<file path="config.mk">
export PLATFORM = sky130hd
export DESIGN_NAME = seg_dynamic_scan
export DESIGN_NICKNAME = d
export VERILOG_FILES = /design/src/rtl/seg_dynamic_scan.sv
export SDC_FILE = /design/constraint.sdc
export NUM_CORES = 1
export LEC_CHECK = 0
export CAP_MARGIN = 20
export CORE_UTILIZATION = 45
export CTS_CLUSTER_SIZE = 25
export DETAILED_ROUTE_END_ITERATION = 7
export SYNTH_ARGS = -nofsm -noshare
export SYNTH_HDL_FRONTEND = slang
export SYNTH_SLANG_ARGS = --single-unit
</file>
<file path="constraint.sdc">
create_clock -name sys_clk -period 6.3 [get_ports sys_clk]
set_clock_uncertainty 0.15 [all_clocks]
set_input_delay 1.575 -clock sys_clk [delete_from_list [all_inputs] [get_ports sys_clk]]
set_output_delay 1.575 -clock sys_clk [all_outputs]
set_load 0.05 [all_outputs]
</file>
<file path="src/rtl/seg_dynamic_scan.sv">
// Six-digit multiplexed 7-segment driver with a continuous binary-to-BCD converter.
// Define SEG_BLANK_ZERO_EN to blank leading zeros on digits 1..5.
module seg_dynamic_scan #(
  parameter int CNT_1MS_MAX = 49_999
) (
  input  logic        sys_clk,
  input  logic        sys_rst,
  input  logic [19:0] data,
  input  logic [5:0]  point,
  input  logic        seg_en,
  output logic [5:0]  sel,
  output logic [7:0]  seg
);

  localparam int CW = (CNT_1MS_MAX < 1) ? 1 : $clog2(CNT_1MS_MAX + 1);
  localparam logic [CW-1:0] CNT_MAX = CW'(CNT_1MS_MAX);

  typedef enum logic [1:0] {
    IDLE,
    CONV,
    LOAD
  } state_t;

  state_t        state_q, state_d;
  logic [4:0]    bit_cnt_q, bit_cnt_d;
  logic [19:0]   sr_q, sr_d;
  logic [23:0]   bcd_q, bcd_d;
  logic [23:0]   dig_q, dig_d;
  logic [CW-1:0] cnt_q, cnt_d;
  logic [2:0]    idx_q, idx_d;
  logic [5:0]    sel_q, sel_d;
  logic [7:0]    seg_q, seg_d;

  logic [23:0]   adj;
  logic [3:0]    cur;
  logic [6:0]    pat;
  logic          blank;

  always_comb begin
    state_d   = state_q;
    bit_cnt_d = bit_cnt_q;
    sr_d      = sr_q;
    bcd_d     = bcd_q;
    dig_d     = dig_q;
    adj       = bcd_q;
    for (int i = 0; i < 6; i++) begin
      if (bcd_q[4*i +: 4] >= 4'd5) begin
        adj[4*i +: 4] = bcd_q[4*i +: 4] + 4'd3;
      end
    end
    unique case (state_q)
      IDLE: begin
        sr_d      = (data > 20'd999_999) ? 20'd999_999 : data;
        bcd_d     = '0;
        bit_cnt_d = '0;
        state_d   = CONV;
      end
      CONV: begin
        bcd_d     = {adj[22:0], sr_q[19]};
        sr_d      = {sr_q[18:0], 1'b0};
        bit_cnt_d = bit_cnt_q + 5'd1;
        if (bit_cnt_q == 5'd19) begin
          state_d = LOAD;
        end
      end
      LOAD: begin
        dig_d   = bcd_q;
        state_d = IDLE;
      end
      default: state_d = IDLE;
    endcase
  end

  always_comb begin
    cnt_d = (cnt_q == CNT_MAX) ? '0 : cnt_q + CW'(1);
    idx_d = idx_q;
    if (cnt_q == CNT_MAX) begin
      idx_d = (idx_q == 3'd5) ? 3'd0 : idx_q + 3'd1;
    end
  end

  always_comb begin
    cur = dig_q[{idx_q, 2'b00} +: 4];
    unique case (cur)
      4'd0:    pat = 7'h40;
      4'd1:    pat = 7'h79;
      4'd2:    pat = 7'h24;
      4'd3:    pat = 7'h30;
      4'd4:    pat = 7'h19;
      4'd5:    pat = 7'h12;
      4'd6:    pat = 7'h02;
      4'd7:    pat = 7'h78;
      4'd8:    pat = 7'h00;
      4'd9:    pat = 7'h10;
      default: pat = 7'h7F;
    endcase
`ifdef SEG_BLANK_ZERO_EN
    blank = (idx_q != 3'd0) && ((dig_q >> {idx_q, 2'b00}) == 24'd0);
`else
    blank = 1'b0;
`endif
    sel_d = 6'b000001 << idx_q;
    seg_d = {~point[idx_q], blank ? 7'h7F : pat};
    if (!seg_en) begin
      sel_d = '0;
      seg_d = 8'hFF;
    end
  end

  always_ff @(posedge sys_clk) begin
    if (sys_rst) begin
      state_q   <= IDLE;
      bit_cnt_q <= '0;
      sr_q      <= '0;
      bcd_q     <= '0;
      dig_q     <= '0;
      cnt_q     <= '0;
      idx_q     <= '0;
      sel_q     <= '0;
      seg_q     <= 8'hFF;
    end else begin
      state_q   <= state_d;
      bit_cnt_q <= bit_cnt_d;
      sr_q      <= sr_d;
      bcd_q     <= bcd_d;
      dig_q     <= dig_d;
      cnt_q     <= cnt_d;
      idx_q     <= idx_d;
      sel_q     <= sel_d;
      seg_q     <= seg_d;
    end
  end

  assign sel = sel_q;
  assign seg = seg_q;

endmodule
</file>
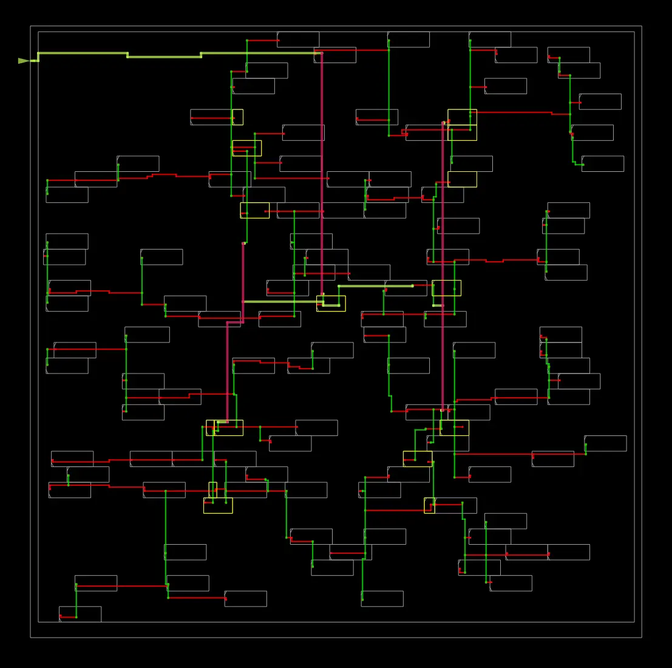
**Above:** run 1 (clock routing).
FFs & Latches: 108
total CTS buffers: 9
CTS sink cnt: 108
clk ins delay skew pair: 0.36 ns

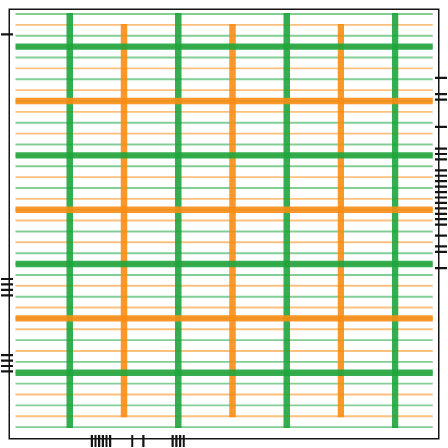
**Above:** run 1 (power grid).
Pins as bars on the die edge.
VDD -> orange
VSS -> green
met5 straps = 7
met1 rails = 39
rows = 38

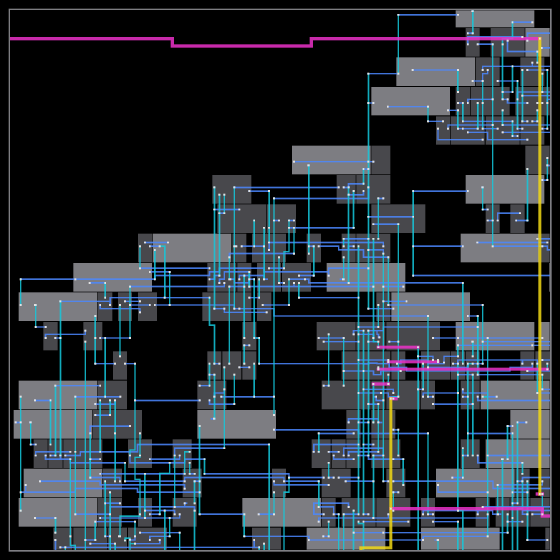
**Above:** run 1 (layout detail).
Window x 2 to 52, y 55 to 105 um. Cells in grey, sequential cells in the stronger grey; small squares are vias.
met4 -> yellow
met3 -> magenta
met2 -> cyan
met1 -> blue
cells with their middle in the window = 121
sequential cells in the window = 24
netlist names of flops here include = bcd_q (9), cnt_q (5), dig_q (5)
most frequent = dfxtp_1 (24), nor2_1 (20), nand2_1 (15)

==> impl_metrics.toml, run 1 <==
# generated from flow reports
[synthesis]
yosys.area_share.aoi = 0.163
syn_inst = 581
yosys.area_share.simple = 0.198
fa_ha_area_frac = 0.0478
ys_area_um2 = 4970
dominantRegCellSynth = "dfxtp_1"
syn_area_per_cell_um2 = 8.55
ys_cells = 581

[timing]
layout_min_cycle_time_ns = 3.20
rsz0062_at_grt = "no"
setup_tns_ns = 0
final-max-slew-violation-count = 0
hold_viol = 0
setup_viol = 0
fmaxAchievable_ghz = 0.312

[global_route]
first_global_vias = 3700

[die]
die_h_um = 107
ios = 43
fp-utilization = 0.460

[outcome]
status = "complete, no violations"

[worst_hold_path]
min_path_type = "reg -> reg"

[final_layout]
clock_buffers = 13
top_regs = "bcd_q: 24 flops, dig_q: 24 flops, sr_q: 20 flops"
final.fill_count = 1047
area_growth_pct = 13.0
clock_tree_area_fraction = 0.0301
logic_gate_count = 418

[critical_path]
critical_path.max_fanout = 1
crit_path_start_kind = "register"
cpPeakStageDelay_ns = 0.80
critPathKind = "reg -> out"
critPathCaptureType = "output pin"

[cts]
ctsHoldBuffers = 0
cts_tree = "yes"

[pwr]
seqPwrFrac = 0.607
intPower_mw = 0.892

[detailed_routing]
avgRoutedWirePerCell_um = 13.2
drtAntennaViolNets = 0

[job]
warning_count = 36
cap_violations = 0
[run 1: path summary, 6_finish.rpt]
path                 start  endpoint  slack, ns  cells past startpoint
setup reg to reg  idx_q[1]    seg[4]       3.68                      7
setup / recovery    seg[3]    seg[3]       3.10                      1
hold reg to reg   dig_q[5]  dig_q[5]       0.31                      2
hold / removal    dig_q[5]  dig_q[5]       0.31                      2
[run 1: power groups by stage]
stage | registers [mW] | logic (mW) | clock network [mW]
5_1_grt | 0.706 | 0.0824 | 0.424
2_1_floorplan | 0.726 | 0.0353 | 0
4_1_cts | 0.704 | 0.0747 | 0.394
3_5_place_dp | 0.720 | 0.0745 | 0
3_3_place_gp | 0.720 | 0.0734 | 0
6_report | 0.704 | 0.0741 | 0.381
[run 1: metal layers]
layer / global-route usage / vias up / wire length, um
li1: - / 2036 / -
met1: 0.241 / 1822 / 4890
met2: 0.308 / 49 / 4630
met3: 0.0255 / 8 / 226
met4: 0.0705 / 0 / 126
met5: 0 / - / 0
[run 1: cell usage after synthesis (14+ instances only)]
cell type  number  share of area
xnor2_1        19          0.033
inv_1          19          0.014
mux2i_1        28          0.056
dfxtp_1       108           0.44
clkbuf_1       29          0.022
o21ai_0        21          0.021
nand2_1        70          0.053
ha_1           19          0.048
nor2_1         71          0.054
nand3_1        14          0.014
a22oi_1        34          0.051
a21oi_1        51          0.051
[run 1: cell usage in the layout (no fill, tap or decap), drive strengths merged, types with 6 or more instances in the layout]
cell,count
ha,19
a21o,6
nand3,14
a21oi,52
xnor2,19
mux2i,28
inv,19
nand2b,12
and3,8
o21ai,23
clkdlybuf4s50,41
clkbuf,13
xor2,9
dfxtp,108
nand2,70
nor2b,6
a22oi,34
nor2,71
nor3,7
nand4,6
**Run 1: gate-type map**

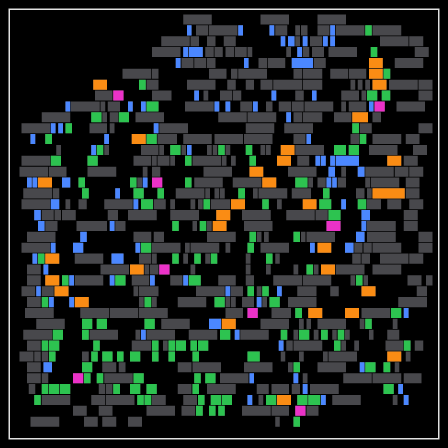

## Run 2: what changed since run 1
clock period = 3.1 ns   (was 6.3 ns; I/O delays follow)
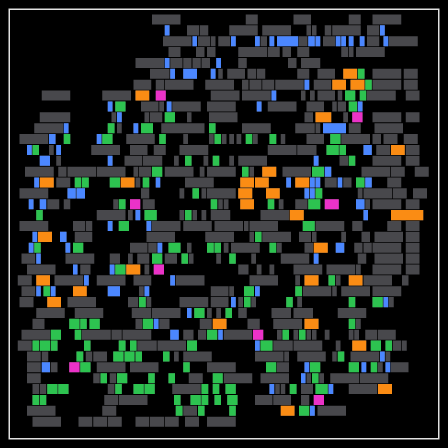
**Above:** run 2 (gate-type map).
inverting AOI/OAI gates -> green  # cells 123
AND-OR and OR-AND gates -> magenta  # cells 8
multiplexers -> orange  # cells 30
NOR gates -> blue  # cells 89, where widely spread
Comb/total area: 0.456
dominant logic cell type in the layout: dfxtp_1
Layout Cells excl Fill: 750

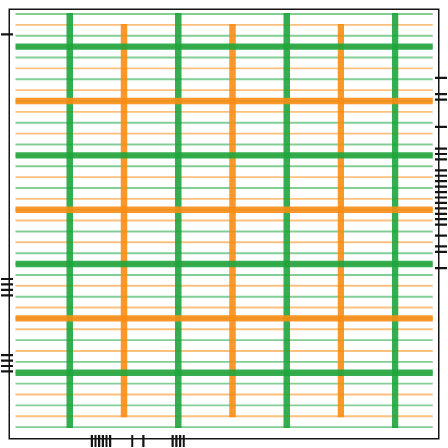
**Above:** run 2 (power grid).
Pins as bars on the die edge.
VDD -> orange
VSS -> green
signal pins = 43
rows = 38
met5 straps = 7
met1 rails = 39
met4 straps = 7

==> run 2 against run 1 <==
Effect of this change:
- synthesized area stayed put
- critical endpoint is now seg[4]
- largest power group unchanged
- register-to-register slack worse by 3.1 ns
- total power is 110% higher
- die area stayed put
- core utilization is 0.64 points higher
- final area is 1.2% higher
==> impl_metrics.toml, run 2 <==
# generated from flow reports
[critical_path]
critical_path.max_fanout = 16
critPathKind = "reg -> reg"
r2r_cells = 7
critPathCaptureType = "register"
crit_path_start_kind = "register"

[synthesis]
top_area_frac = 0.435
dominantRegCellSynth = "dfxtp_1"
ys_area_um2 = 4970
yosysTopAreaCell = "dfxtp_1"
syn_inst = 581
synthTopCellsByArea = "dfxtp_1 (44%), mux2i_1 (5.6%), nor2_1 (5.4%), nand2_1 (5.3%), a21oi_1 (5.1%)"
common_cells = "dfxtp_1 (108), nor2_1 (71), nand2_1 (70)"
syn_area_per_cell_um2 = 8.55

[timing]
fmaxAchievable_ghz = 0.394
setup_tns_ns = 0
rsz0062_at_grt = "no"
setup_viol = 0
layout_min_cycle_time_ns = 2.54

[detailed_routing]
drtAntennaViolNets = 0
wirelength_met1_um = 4910
met3_length_um = 298
highest_layer = "met4"

[global_route]
gr-usage-met2 = 0.302
met3_usage = 0.0371

[cts]
clock_latency_ns = 0.37
ctsHoldBuffers = 0
cts_sinks = 108
cts_made_buffers = 9
cts_tree = "yes"

[worst_hold_path]
min_path_cells = 2

[final_layout]
final.fill_count = 1045
final_cell_mix = "dfxtp_1 (107), nor2_1 (71), nand2_1 (70)"

[job]
cap_violations = 0
warning_count = 36

[die]
die_h_um = 107

[outcome]
status = "complete, no violations"
[run 2: netlist changes by cell type in the layout (fill, tap and decap cells not counted), sizes merged]
cell    before  now
buf          5   10
bufinv       0    1
clkbuf      13   12
clkinv       2    1
[run 2: critical path: stages (launching register included)]
cell and delay [ns]:
dfxtp_1 0.77, nand2b_2 0.29, o32ai_1 0.09, nor2_1 0.35, ha_1 0.22, inv_1 0.05, o41ai_1 0.36, o211ai_1 0.13
[run 2: worst paths after layout]
kind                   from   endpoint  slack, ns
setup / recovery   idx_q[1]     seg[4]       0.56
hold / removal    dig_q[10]  dig_q[10]       0.31
setup reg to reg   idx_q[1]     seg[4]       0.56
hold reg to reg   dig_q[10]  dig_q[10]       0.31
[run 2: area by class of cell]
class,count,area (um^2),share of cell area
clock inverters,2,35.0,0.00616
well taps,140,175,0.0308
inverters,19,71.3,0.0125
repair buffers,51,495,0.0871
clock buffers,12,155,0.0273
multi-input cells,418,2590,0.456
flip-flops and latches,108,2160,0.380
[run 2: cell families (layout without fill, tap and decap cells)]
group                      Yosys count  count (layout)  share of synthesized area
AOI/OAI and AO/OA                  131             131                      0.163
and+or+nand+nor                    210             210                      0.198
DFF                                108             108                      0.435
buffers and inverters               55              84                     0.0441
muxes                               30              30                     0.0632
adders and majority gates           19              19                     0.0478
xor gates and xnor gates            28              28                     0.0493
[run 2: where the power goes]
| group | leakage, nW | switching [mW] | internal [mW] | total [mW] |
|---|---|---|---|---|
| clock network | 0.0983 | 0.443 | 0.408 | 0.852 |
| logic | 1.11 | 0.0841 | 0.0720 | 0.156 |
| registers | 0.878 | 0.0169 | 1.41 | 1.43 |
No activity file was given, so power comes from the tool's default toggle rates.
